### Routing congestion

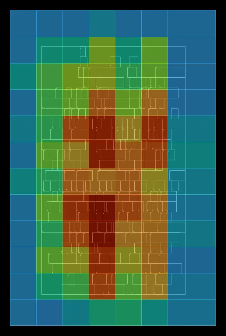
### Floorplan with the power grid

Drawn at 6 px/µm. Pins as bars on the die edge.
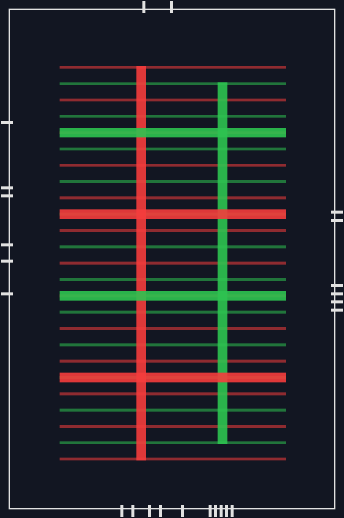
### Clock network drawn from the DEF

Drawn at 6 px/µm.
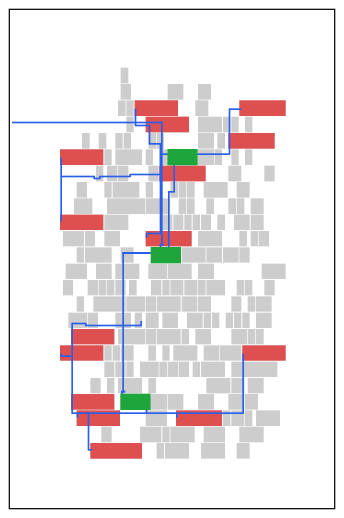
### Local utilization

Drawn at 3 px/µm. 5 x 8 tiles, from white (low) to dark blue (high), 0 to 100% covered.
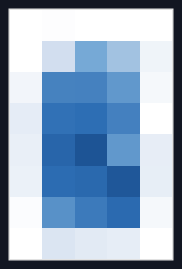
### Wiring by layer

Drawn at 6 px/µm. Two of the layers only.
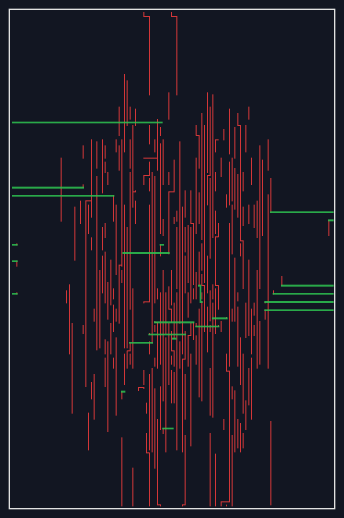
## src/rtl/conv_loop_controller.sv

```systemverilog
// ============================================================================
// conv_loop_controller
//
// Loop sequencer for a convolution layer. Each output is one accumulation
// over K*K*Cin terms. Two operands move together on each term: an activation
// (a_*) and a weight (b_*). A term transfers, or "fires", only when both
// sides are valid. After the last term the controller spends one cycle in
// OUTPUT, where the finished accumulator is flagged. It then moves to the
// next output coordinate.
//
// Loop nest, outermost first:
//   output_y > output_x > output_ch > k_ch > k_y > k_x
//
// Ports
//   clk          in   sole clock, rising edge
//   rst          in   synchronous active-high reset
//   start        in   request one full layer (only seen in IDLE)
//   running      out  layer in progress (FETCH or OUTPUT)
//   a_valid      in   activation operand available
//   a_ready      out  activation operand accepted (= b_valid in FETCH)
//   b_valid      in   weight operand available
//   b_ready      out  weight operand accepted (= a_valid in FETCH)
//   mac_en       out  multiply-accumulate the operands transferred this cycle
//   mac_clear    out  load the product instead of adding (first term)
//   k_x, k_y     out  kernel indices of the current term
//   k_ch         out  input-channel index of the current term
//   output_valid out  accumulator holds a finished output (one cycle)
//   output_x/y/ch out coordinates of the current output
// ============================================================================
module conv_loop_controller #(
    parameter int FEATURE_MAP_WIDTH  = 8,
    parameter int FEATURE_MAP_HEIGHT = 8,
    parameter int INPUT_NB_CHANNELS  = 2,
    parameter int OUTPUT_NB_CHANNELS = 4,
    parameter int KERNEL_SIZE        = 3,
    // Index widths. A dimension of size 1 still gets a 1-bit port.
    localparam int KW  = (KERNEL_SIZE        > 1) ? $clog2(KERNEL_SIZE)        : 1,
    localparam int ICW = (INPUT_NB_CHANNELS  > 1) ? $clog2(INPUT_NB_CHANNELS)  : 1,
    localparam int XW  = (FEATURE_MAP_WIDTH  > 1) ? $clog2(FEATURE_MAP_WIDTH)  : 1,
    localparam int YW  = (FEATURE_MAP_HEIGHT > 1) ? $clog2(FEATURE_MAP_HEIGHT) : 1,
    localparam int OCW = (OUTPUT_NB_CHANNELS > 1) ? $clog2(OUTPUT_NB_CHANNELS) : 1
) (
    input  logic           clk,
    input  logic           rst,
    input  logic           start,
    output logic           running,
    input  logic           a_valid,
    output logic           a_ready,
    input  logic           b_valid,
    output logic           b_ready,
    output logic           mac_en,
    output logic           mac_clear,
    output logic [KW-1:0]  k_x,
    output logic [KW-1:0]  k_y,
    output logic [ICW-1:0] k_ch,
    output logic           output_valid,
    output logic [XW-1:0]  output_x,
    output logic [YW-1:0]  output_y,
    output logic [OCW-1:0] output_ch
);

    localparam logic [KW-1:0]  K_LAST  = KW'(KERNEL_SIZE - 1);
    localparam logic [ICW-1:0] IC_LAST = ICW'(INPUT_NB_CHANNELS - 1);
    localparam logic [XW-1:0]  X_LAST  = XW'(FEATURE_MAP_WIDTH - 1);
    localparam logic [YW-1:0]  Y_LAST  = YW'(FEATURE_MAP_HEIGHT - 1);
    localparam logic [OCW-1:0] OC_LAST = OCW'(OUTPUT_NB_CHANNELS - 1);

    typedef enum logic [1:0] {
        IDLE,
        FETCH,
        OUTPUT
    } state_t;

    state_t         state_q, state_d;
    logic [KW-1:0]  kx_q, kx_d;
    logic [KW-1:0]  ky_q, ky_d;
    logic [ICW-1:0] kch_q, kch_d;
    logic [XW-1:0]  ox_q, ox_d;
    logic [YW-1:0]  oy_q, oy_d;
    logic [OCW-1:0] och_q, och_d;

    logic fire;
    logic first_term;
    logic last_term;
    logic last_output;

    assign first_term  = (kx_q == '0) && (ky_q == '0) && (kch_q == '0);
    assign last_term   = (kx_q == K_LAST) && (ky_q == K_LAST) && (kch_q == IC_LAST);
    assign last_output = (och_q == OC_LAST) && (ox_q == X_LAST) && (oy_q == Y_LAST);

    // NOTE: every signal this block drives gets a default first. A path that
    // leaves one unassigned would infer a latch.
    always_comb begin
        state_d      = state_q;
        kx_d         = kx_q;
        ky_d         = ky_q;
        kch_d        = kch_q;
        ox_d         = ox_q;
        oy_d         = oy_q;
        och_d        = och_q;
        a_ready      = 1'b0;
        b_ready      = 1'b0;
        fire         = 1'b0;
        mac_en       = 1'b0;
        mac_clear    = 1'b0;
        output_valid = 1'b0;

        case (state_q)
            IDLE: begin
                if (start) begin
                    state_d = FETCH;
                    kx_d    = '0;
                    ky_d    = '0;
                    kch_d   = '0;
                    ox_d    = '0;
                    oy_d    = '0;
                    och_d   = '0;
                end
            end

            FETCH: begin
                // Each ready is tied to the partner's valid. One side can
                // therefore never complete a transfer while the other waits.
                a_ready   = b_valid;
                b_ready   = a_valid;
                fire      = a_valid & b_valid;
                mac_en    = fire;
                mac_clear = fire & first_term;
                if (fire) begin
                    if (kx_q == K_LAST) begin
                        kx_d = '0;
                        if (ky_q == K_LAST) begin
                            ky_d = '0;
                            if (kch_q == IC_LAST) begin
                                kch_d = '0;
                            end else begin
                                kch_d = kch_q + 1'b1;
                            end
                        end else begin
                            ky_d = ky_q + 1'b1;
                        end
                    end else begin
                        kx_d = kx_q + 1'b1;
                    end
                    if (last_term) begin
                        state_d = OUTPUT;
                    end
                end
            end

            OUTPUT: begin
                output_valid = 1'b1;
                // Wrapping every outer counter on the final output leaves
                // them all at zero for IDLE.
                if (och_q == OC_LAST) begin
                    och_d = '0;
                    if (ox_q == X_LAST) begin
                        ox_d = '0;
                        if (oy_q == Y_LAST) begin
                            oy_d = '0;
                        end else begin
                            oy_d = oy_q + 1'b1;
                        end
                    end else begin
                        ox_d = ox_q + 1'b1;
                    end
                end else begin
                    och_d = och_q + 1'b1;
                end
                state_d = last_output ? IDLE : FETCH;
            end

            default: state_d = IDLE;
        endcase
    end

    // NOTE: sequential state uses non-blocking assignments, so every register
    // samples the values from before the edge, whatever order the statements
    // are written in.
    always_ff @(posedge clk) begin
        if (rst) begin
            state_q <= IDLE;
            kx_q    <= '0;
            ky_q    <= '0;
            kch_q   <= '0;
            ox_q    <= '0;
            oy_q    <= '0;
            och_q   <= '0;
        end else begin
            state_q <= state_d;
            kx_q    <= kx_d;
            ky_q    <= ky_d;
            kch_q   <= kch_d;
            ox_q    <= ox_d;
            oy_q    <= oy_d;
            och_q   <= och_d;
        end
    end

    assign running   = (state_q != IDLE);
    assign k_x       = kx_q;
    assign k_y       = ky_q;
    assign k_ch      = kch_q;
    assign output_x  = ox_q;
    assign output_y  = oy_q;
    assign output_ch = och_q;

endmodule
```

## config.mk

```make
export PLATFORM = sky130hd
export DESIGN_NAME = conv_loop_controller
export DESIGN_NICKNAME = d
export VERILOG_FILES = /design/src/rtl/conv_loop_controller.sv
export SDC_FILE = /design/constraint.sdc
export NUM_CORES = 1
export LEC_CHECK = 0
export ABC_AREA = 1
export CAP_MARGIN = 20
export CORE_AREA = 8 8 46 75
export DETAILED_ROUTE_END_ITERATION = 10
export DIE_AREA = 0 0 54 83
export MAX_ROUTING_LAYER = met4
export PLACE_DENSITY = 0.66
export SETUP_SLACK_MARGIN = 0.1
export SLEW_MARGIN = 0
export SYNTH_ARGS = -nofsm -noshare
export SYNTH_HDL_FRONTEND = slang
export SYNTH_SLANG_ARGS = --single-unit
```

## constraint.sdc

```tcl
create_clock -name clk -period 1.6 [get_ports clk]
set_input_delay 0.48 -clock clk [delete_from_list [all_inputs] [get_ports clk]]
set_output_delay 0.48 -clock clk [all_outputs]
set_load 0.03 [all_outputs]
```

==> flow_summary.toml <==
# flow metrics
[synth]
yosys_warnings = 0
synth_cells = 139
ys_cells = 139
ys_chip_area_um2 = 911
syn_nets = 149
syn_area_per_cell_um2 = 6.55
ys_seq_share = 0.330
top_cell_area_share = 0.330
numSynthFlops = 15
synth_cell_types = 23

[clock_network]
clk_pin_slew_worst_paths_ns = 0.06
cts_num_sinks = 15
cts.htree.levels = 1
insertion_delay_ns = 0.25
cts_hold_buffers = 0
cts_tree = "done"

[power_and_ir_drop]
vdd_drop_max_uv = 764
power.total_mw = 1.25

[sta]
clock_skew_ns = 0.00262
finalSetupViolations = 5
rsz0062_at_grt = "yes"
finalMaxSlewViolations = 0
tightestPinTransition_ns = 0.303
post-route-period-util = 1.07
max_slew_margin = 0.799
timing.hold.ws_ns = 0.491
layout_min_cycle_time_ns = 1.70
setup_ws_ns = -0.104

[worst_setup_path]
r2r_start = "state_q[0]"
cp_max_fo = 5
cp-start-kind = "flop"
setup.worst_path.end = "mac_en"
path_class = "reg2out"
critical_path_required_ns = 1.12
arrival_ns = 1.22
r2r_cells = 10

[finish]
seqCellArea_um2 = 310
final_cell_mix = "nand2_1 (31), buf_4 (22), nor2_1 (17)"
areaGrowthSynthToFinish_pct = 63.5
drive_above_1_share = 0.445
final_common_cell = "nand2_1"
n_antenna_cell = 0

[status]
status = "finished, violations left"
violations = "negative setup slack"

[global_route]
grt_pass1_wl_um = 4380
antenna_found_initial = 0
grt_start_max_net_pins = 9
overflow = 0
grt_pass1_vias = 1104

[place]
place_ws_ns = -0.426
place.port_buffers = 23
placed_area_mm2 = 0.00129
gp_congestion = 0.886

[detailed_routing]
drt-initial-drc-count = 12
firstDrtPassIters = 4
wl_per_cell_um = 13.7
drc_errors = 0
via_count = 1080
ant_nets = 0

[run]
warnings = 29
drv_cap = 0

[die]
num_rows = 24
die_width_um = 54
io_pins = 24
core_area_mm2 = 0.00246
die_y_um = 83

[hold_path]
hold_class = "reg2reg"
## Picture notes: 'Routing congestion'
GRT Overall Usage: 0.131
met2 Use GR: 0.229
GRT Max-Usage Layer: met2
met3 usage: 0.0339
final design utilization: 0.605

## Picture notes: 'Floorplan with the power grid'
- green: VDD
- red: VSS
- met1 rails: 25
- rows: 24
- signal pins: 24
- met4 straps: 2
- met5 straps: 4

## Picture notes: 'Clock network drawn from the DEF'
- green: clock-net drivers (count 3)
- blue: clock wires (length 254 µm)
- red: flip-flops (count 15)
- routed clock nets: 4

## Picture notes: 'Local utilization'
- tiles over 75% full: 18%
- densest ninth of the die: centre
- mean over tiles: 33%
- nearly empty tiles: 25%
- emptiest ninth of the die: upper left
- fullest tile: 86%

## Picture notes: 'Wiring by layer'
- green: M3 (wire length 143 µm)
- red: M2 (wire length 1810 µm)

-- flip-flops by register name (all words and copies together), names as in the netlist --
register   count
state_q        2
k_x            2
output_ch      2
k_ch           1
output_y       3
k_y            2
output_x       3
-- synthesized netlist by cell type (all sizes together) --
library cell,instances
nand2,39
nor2,27
inv,22
dfxtp,15
nand3,11
a21oi,8
ha,5
nor3,3
o21ai,3
nand4,2
buf,1
nor4,1
o21bai,1
or2,1
-- cells by family (layout without fill, tap and decap cells) --
group / count (synthesis) / after routing / synth area share
AND/OR/NAND/NOR: 84 / 84 / 0.423
buffers and inverters: 23 / 75 / 0.0975
flip-flops: 15 / 15 / 0.330
AND-OR/OR-AND: 12 / 12 / 0.0811
adder cells (fa/ha/maj): 5 / 5 / 0.0687
-- report_power, final --
| group | internal (mW) | switching [mW] | total, mW |
|---|---|---|---|
| registers | 0.404 | 0.0290 | 0.433 |
| clock network | 0.177 | 0.140 | 0.317 |
| logic | 0.209 | 0.285 | 0.495 |
| total | 0.790 | 0.455 | 1.25 |
-- area by class of cell --
cell class / instances / area share
tap: 26 / 0.0218
sequential: 15 / 0.208
clock buffer: 4 / 0.0303
timing repair buffer: 49 / 0.281
inverter: 22 / 0.0622
multi-input combinational: 101 / 0.397
-- routing by layer --
| layer | global-route usage | up-vias | wire length [µm] |
|---|---|---|---|
| li1 | - | 544 | - |
| met1 | 0.107 | 501 | 970 |
| met2 | 0.229 | 29 | 1810 |
| met3 | 0.0339 | 6 | 142 |
| met4 | 0.0968 | 0 | 58 |
| met5 | - | - | 0 |
-- through the flow --
stage               TNS, ns   util  cells
floorplan                 0      -    139
global placement      -2.40  0.524    201
detailed placement    -2.55  0.524    201
CTS                  -0.376  0.564    209
global route         -0.667  0.605    217
finish               -0.411  0.605    217
-- worst min-delay path by stage --
| stage | start | end | slack, ns | cells after the start |
|---|---|---|---|---|
| after global routing | output_x[2] | output_x[2] | 0.52 | 2 |
| after floorplan | k_y[0] | k_y[0] | 0.56 | 2 |
| after global placement | output_ch[0] | output_ch[0] | 0.47 | 1 |
| after detailed placement | output_ch[1] | output_ch[1] | 0.49 | 2 |
| final | output_ch[1] | output_ch[1] | 0.49 | 2 |
| after CTS | output_ch[1] | output_ch[1] | 0.49 | 2 |
-- critical path: stages, from the launching register on --
cell and delay, ns:
dfxtp_4 0.35, inv_2 0.04, nor2_4 0.13, buf_4 0.13, inv_2 0.06, nor2_2 0.11, buf_6 0.14
-- repair_timing --
item | in CTS | in global routing
resized | 31 | 35
cloned | 0 | 0
setup endpoints to repair | 22 | 19
pin swaps | 2 | 12
setup buffers | 4 | 9
